==> run_1/pinout.png <==
Scale: 3 px per micron. Pins as bars across the die edge, other pins in gray.
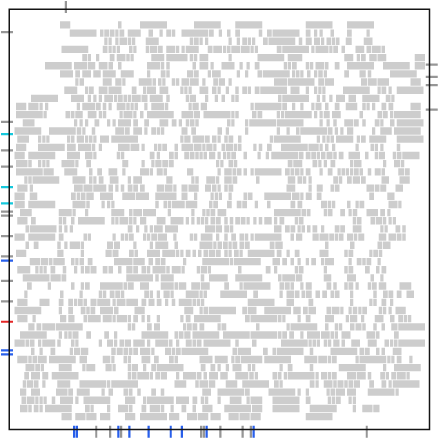
==> run_1/closeup.png <==
Region (57, 29) to (82, 54) microns. Cells in gray, sequential cells in the stronger gray; small squares are vias.
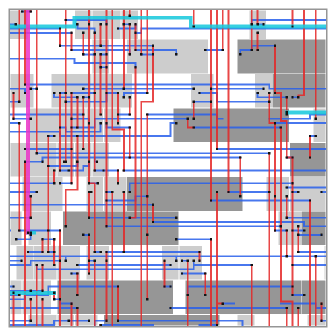
==> run_1/gates.png <==
Scale: 2 px per micron.
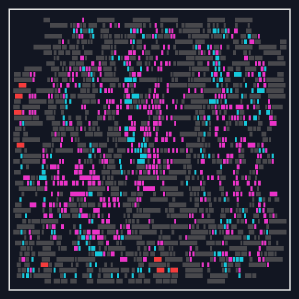
Design svpwm_phase_sequencer_flat, sky130hd; sources not shown.
==> results.sh, run 1 <==
# implementation run metrics
export IMPL_final_cell_mix="nand2_1 (307), inv_1 (173), nor2_1 (134)"
export IMPL_clock_insertion_delay_worst_skew_ns=0.36
export IMPL_hold_class="register to register"
export IMPL_simple_gate_area_share_pct=31.3
export IMPL_tritoncts_num_sinks=96
export IMPL_clk_pin_slew_worst_paths_ns=0.07
export IMPL_startpoint_type="register"
export IMPL_ys_warns=0
export IMPL_cts_htree_levels=3
export IMPL_ff2ff_path_depth=50
export IMPL_synth_area_mux_share_pct=0.951
export IMPL_cts_buffers_inserted=9
export IMPL_nonClockBufferCount=44
export IMPL_cp_top_family="simple AND/OR/NAND/NOR gates"
export IMPL_seqCellArea_sq_mm=0.00240
export IMPL_layout_cells_most_common="nand2_1"
export IMPL_max_clock_buf_depth=2
export IMPL_finalWeightedCongestion=1.02
export IMPL_hold_path_stages=2
export IMPL_gr_usage_all_layers_pct=32.8
export IMPL_drtIter0Drc=861
export IMPL_placeableCoreArea_sq_mm=0.0183
export IMPL_cp_slowest_stage_delay_ns=0.51
export IMPL_worst_path_most_repeated_cell="nand2_1"
export IMPL_path_buffers=8
export IMPL_route_vias_total=9592
export IMPL_syn_nets=1491
export IMPL_grt_overflow_total=0
export IMPL_regToRegSetupSlack_ns=7.24
export IMPL_synthAdderAreaFrac_pct=9.09
export IMPL_run_status="completed"
export IMPL_multi_input_logic_cell_count=1075
export IMPL_final_nets=1514
export IMPL_floorplanUtilization_pct=51.8
export IMPL_post_cts_resized=0
export IMPL_count_of_mapped_cells_out_of_synthesis=1394
export IMPL_dp_hpwl_microns=25000
export IMPL_synth_yosys_num_cells=1394
export IMPL_layout_sequential_cells=96
export IMPL_report_final_slew_viol_count=0
export IMPL_floorplan_io_pins=40
export IMPL_clkCellAreaFrac_pct=2.87
export IMPL_post_cts_buffers=0
export IMPL_drcViolationCount=0
export IMPL_critical_path_max_fanout=15
export IMPL_post_synth_cell_area_avg_sq_um=6.79
export IMPL_nonClkBufAreaFrac_pct=4.14
export IMPL_max_slew_margin_rel_pct=37.3
export IMPL_route_detailed_wl_per_inst_microns=18.7
export IMPL_grt_setup_unrepaired="no"
export IMPL_antennaDiodeCount=0
export IMPL_enable_flop_cells=0
export IMPL_tap_cell_count=229
export IMPL_initial_antenna_violation_count=0
export IMPL_yosys_stat_chipArea_sq_mm=0.00947
export IMPL_clock_buffers=10
export IMPL_synth_distinct_cells=57
export IMPL_comb_area_sq_mm=0.00621
export IMPL_worst_slew_pin_slew_ns=0.932
export IMPL_ctsRootBufferMaster="clkbuf_16"
export IMPL_cp_end_kind="register"
export IMPL_aoi_share_pct=16.8
export IMPL_timing_final_crit_period_ns=8.76
export IMPL_non_clock_inverter_count=191
export IMPL_final_setup_tns_ns=0
export IMPL_timing_critical_path_slowest_stage_cell="xnor2_1"
export IMPL_fillCellCount=1845
export IMPL_finalHoldViolCount=0
export IMPL_ys_async_sr_fraction_pct=100
export IMPL_routed_wl_microns=30900
export IMPL_grt_pass1_wl_microns=48800
export IMPL_crit_arrival_ns=8.96
export IMPL_worstSetupPathType="register to register"
export IMPL_grt_start_max_net_pins=77
export IMPL_synthToLayoutAreaGrowth_pct=9.22
export IMPL_share_of_the_cycle_needed_by_the_critical_path_after_routing_pct=54.8
export IMPL_detail_route_antenna_nets=0
export IMPL_critical_path_required_ns=16.20
export IMPL_grt_pass1_vias=8978
export IMPL_post_synth_xor_area_fraction_pct=7.31
export IMPL_cp_num_cells=50
export IMPL_fmax_mhz=114
export IMPL_seq_total_area_pct=23.2
export IMPL_synth_seq_share_pct=25.4
## Picture notes: pinout.png
Cyan is bus_SECTOR_IN, pins 3, direction input, edge left. Red is bus_OVM, pins 1, direction output, edge left. Blue is bus_T1, pins 12, direction input, edge 9 bottom, 3 left.
count of port buffers added during placement: 39
y dimension of the die: 140 microns
width of the chip: 140 microns

## Picture notes: closeup.png
Cyan is M3. Blue is M1. Red is M2. Magenta is M4.
Most frequent: nand2_1 (9), inv_1 (6), dfrtp_1 (6). Sequential cells in the window: 6. 42 logic cells have their middle in the window.

## Picture notes: gates.png
Magenta is nand cells, cells 463, most used nand2_1, where widely spread. Cyan is nor cells, cells 174, most used nor2_1, where widely spread. Red is mux cells, cells 8, most used mux2_2.
proportion of cell area occupied by multi-input gates: 60.0%
final cell count without fillers: 1651

[run 1: tightest hold or removal path: cells and delay by family, from the launching register on]
kind             cells  cell delay [ns]
and+or+nand+nor      2             0.10
DFF                  1             0.34
[run 1: cell usage after synthesis, types with 11 or more instances]
library cell | instances | share of area, %
a21oi_1 | 84 | 4.4
nand2_2 | 25 | 1.7
dfrtp_1 | 96 | 25
nor3_1 | 17 | 0.90
clkbuf_1 | 23 | 0.91
nand3_1 | 88 | 4.7
o211ai_1 | 24 | 1.9
o22ai_1 | 11 | 0.73
nor2_1 | 135 | 5.4
inv_1 | 174 | 6.9
xor2_1 | 62 | 5.7
ha_1 | 64 | 8.5
o21ai_0 | 104 | 5.5
nand4_1 | 23 | 1.5
nand2_1 | 307 | 12
inv_2 | 13 | 0.52
xnor2_1 | 17 | 1.6
[run 1: layer usage]
layer	wire [microns]	part of all wire [%]	global-route usage, %
met3	1980	6.4	4.23
met4	1760	5.7	19.3
met1	13700	44	43.4
met2	13500	44	51.6
met5	0	0	0
[run 1: stage by stage]
step | setup WS (ns) | cells | hold slack [ns] | util (%) | area [sq um]
after floorplan | 8.77 | 1394 | 0.344 | - | 9470
after global placement | 7.69 | 1635 | 0.354 | 55.0 | 10000
after detailed placement | 7.47 | 1635 | 0.364 | 55.0 | 10000
after CTS | 7.42 | 1651 | 0.378 | 56.6 | 10300
after global routing | 6.54 | 1651 | 0.394 | 56.6 | 10300
final | 7.24 | 1651 | 0.373 | 56.6 | 10300
==> run 2, diff against run 1 <==
--- a/config.mk
+++ b/config.mk
@@ -6,7 +6,7 @@
 export NUM_CORES = 1
 export LEC_CHECK = 0
 export ABC_AREA = 1
-export ABC_CLOCK_PERIOD_IN_PS = 16000
+export ABC_CLOCK_PERIOD_IN_PS = 8200
 export CAP_MARGIN = 20
 export CORE_UTILIZATION = 50
 export CTS_CLUSTER_SIZE = 20
==> constraint.sdc (replaced) <==
create_clock -name CLK -period 8.2 [get_ports CLK]
set_clock_uncertainty 0.1 [all_clocks]
set_input_delay 1.23 -clock CLK [delete_from_list [all_inputs] [get_ports CLK]]
set_output_delay 1.23 -clock CLK [all_outputs]
set_load 0.05 [all_outputs]
==> run_2/closeup.png <==
Region (57, 29) to (82, 54) microns. Cells in gray, sequential cells in the stronger gray; small squares are vias.
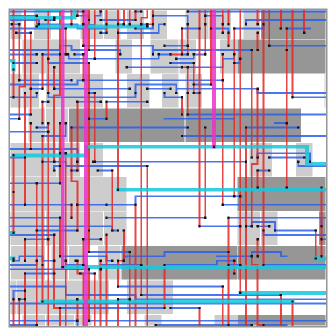
Cyan is M3. Magenta is M4. Red is M2. Blue is M1.
46 logic cells have their middle in the window. Most frequent: nand2_1 (11), dfrtp_1 (7), inv_1 (6). Sequential cells in the window: 7.

==> run 2 against run 1 <==
Maximum frequency up 14%. Via count down 1.3%. Design area up 2.9%. Sequential cell count unchanged.
==> results.sh, run 2 <==
# implementation run metrics
export IMPL_synthToLayoutAreaGrowth_pct=12.3
export IMPL_final_nets=1533
export IMPL_cts_buffers_inserted=9
export IMPL_grt_met3_usage_pct=6.09
export IMPL_post_synth_cell_area_avg_sq_um=6.79
export IMPL_path_buffers=7
export IMPL_floorplan_rows=49
export IMPL_drtIter0Drc=739
export IMPL_fmax_mhz=130
export IMPL_gr_max_usage_layer="met2"
export IMPL_count_of_port_buffers_added_during_placement=39
export IMPL_wl_met1_microns=13100
export IMPL_finalWeightedCongestion=0.984
export IMPL_critical_path_max_fanout=15
export IMPL_yosys_register_bits=96
export IMPL_yosys_stat_chipArea_sq_mm=0.00947
export IMPL_report_final_slew_viol_count=0
export IMPL_tritoncts_num_sinks=96
export IMPL_crit_arrival_ns=7.87
export IMPL_ctsRootBufferMaster="clkbuf_16"
export IMPL_worstSetupPathType="register to register"
export IMPL_route_vias_total=9471
export IMPL_timing_final_crit_period_ns=7.67
export IMPL_stage_log_warnings=36
export IMPL_finalHoldViolCount=0
export IMPL_final_cell_mix="nand2_1 (304), inv_1 (172), nor2_1 (133)"
export IMPL_cts_htree_levels=3
export IMPL_setup_viol=0
export IMPL_ff2ff_path_depth=44
export IMPL_floorplan_io_pins=40
export IMPL_vias_per_cell=5.67
export IMPL_grt_pass1_vias=9011
export IMPL_layout_cells_most_common="nand2_1"
export IMPL_cp_top_family="simple AND/OR/NAND/NOR gates"
export IMPL_max_slew_margin_rel_pct=41.1
export IMPL_drcViolationCount=0
export IMPL_detail_route_antenna_nets=0
export IMPL_worst_slew_pin_slew_ns=0.875
export IMPL_ys_warns=0
export IMPL_startpoint_type="register"
export IMPL_placeableCoreArea_sq_mm=0.0183
export IMPL_max_clock_buf_depth=2
export IMPL_share_of_the_cycle_needed_by_the_critical_path_after_routing_pct=93.5
export IMPL_hold_path_stages=2
export IMPL_syn_nets=1491
export IMPL_enable_flop_cells=0
export IMPL_critical_path_required_ns=8.40
export IMPL_grt_pass1_wl_microns=48100
export IMPL_yosys_cell_count_top_type="nand2_1"
export IMPL_grtUsageMet1_pct=41.9
export IMPL_placed_cells_incl_taps=1650
export IMPL_synth_distinct_cells=57
export IMPL_gr_usage_all_layers_pct=32.0
export IMPL_drive_gt1_share_pct=11.1
export IMPL_clk_pin_slew_worst_paths_ns=0.08
export IMPL_run_status="completed"
export IMPL_largest_area_cell="dfrtp_1"
export IMPL_die_width_microns=140
export IMPL_route_detailed_wl_per_inst_microns=18.1
export IMPL_dp_hpwl_microns=24100
export IMPL_wl_met2_microns=13800
export IMPL_maxUsedRoutingLayer="met4"
export IMPL_count_of_mapped_cells_out_of_synthesis=1394
export IMPL_ys_async_sr_fraction_pct=100
export IMPL_cp_slowest_stage_delay_ns=0.51
export IMPL_hold_class="register to register"
export IMPL_drt_pass1_iterations=5
export IMPL_met3_length_microns=2100
export IMPL_grt_overflow_total=0
export IMPL_regToRegSetupSlack_ns=0.53
export IMPL_cp_end_kind="register"
export IMPL_clock_insertion_delay_worst_skew_ns=0.37
export IMPL_ff_type="dfrtp_1"
export IMPL_cp_num_cells=44
export IMPL_top_cell_area_share_pct=25.4
export IMPL_floorplanUtilization_pct=51.8
export IMPL_global_route_usage_met2_pct=51.3
export IMPL_grt_start_max_net_pins=76
export IMPL_mappedNetlistArea_sq_mm=0.00947
export IMPL_routed_wl_microns=30200
export IMPL_initial_antenna_violation_count=1
export IMPL_dp_slack_ns=0.238
export IMPL_die_h_microns=140
export IMPL_synth_seq_share_pct=25.4
export IMPL_timing_critical_path_slowest_stage_cell="fa_2"
export IMPL_tritoncts="yes"
export IMPL_yosys_top_cells_area="dfrtp_1 (25%), nand2_1 (12%), ha_1 (8.5%)"
export IMPL_dieArea_sq_mm=0.0195
export IMPL_timing_final_ws_setup_ns=0.534
export IMPL_final_instance_count_excl_fill=1670
export IMPL_post_synth_most_frequent_cells="nand2_1 (307), inv_1 (174), nor2_1 (135)"
export IMPL_synth_yosys_num_cells=1394
export IMPL_maxCapViolations=0
run 2: cell families after synthesis:
family                   after synthesis  share of synthesized area, %
buffers and inverters                223                          9.18
AND-OR/OR-AND                        274                          16.8
flip-flops                            96                          25.4
AND/OR/NAND/NOR                      647                          31.3
adder cells (fa/ha/maj)               67                          9.09
multiplexers                           8                         0.951
XOR/XNOR                              79                          7.31
run 2: timing repair:
action / CTS / global route
setup endpoints to repair: 0 / 19
buffers inserted: 0 / 4
gates resized: 0 / 28
hold buffers: 0 / 0
endpoints found under the hold margin: 0 / 0
run 2: layout make-up:
cell class	count	area, sq um
Clock inverter	6	90.1
Sequential cell	96	2400
Fill cell	1812	7630
Inverter	191	719
Multi-Input combinational cell	1075	6340
Tap cell	229	287
Timing Repair Buffer	63	571
Clock buffer	9	225
Antenna cell	1	2.50
run 2: through the flow:
stage / cell area, sq um / utilization (%) / hold slack [ns] / setup TNS, ns
2_1_floorplan: 9470 / - / 0.344 / 0
5_1_grt: 10600 / 58.2 / 0.382 / -0.0251
3_3_place_gp: 10200 / 55.6 / 0.352 / 0
4_1_cts: 10500 / 57.3 / 0.364 / 0
3_5_place_dp: 10200 / 55.6 / 0.362 / 0
6_report: 10600 / 58.2 / 0.352 / 0
run 2: tightest hold or removal path, cell delays in order, from the launching register on:
cell,delay (ns)
dfrtp_1,0.34
nand2_1,0.05
nand2_1,0.05
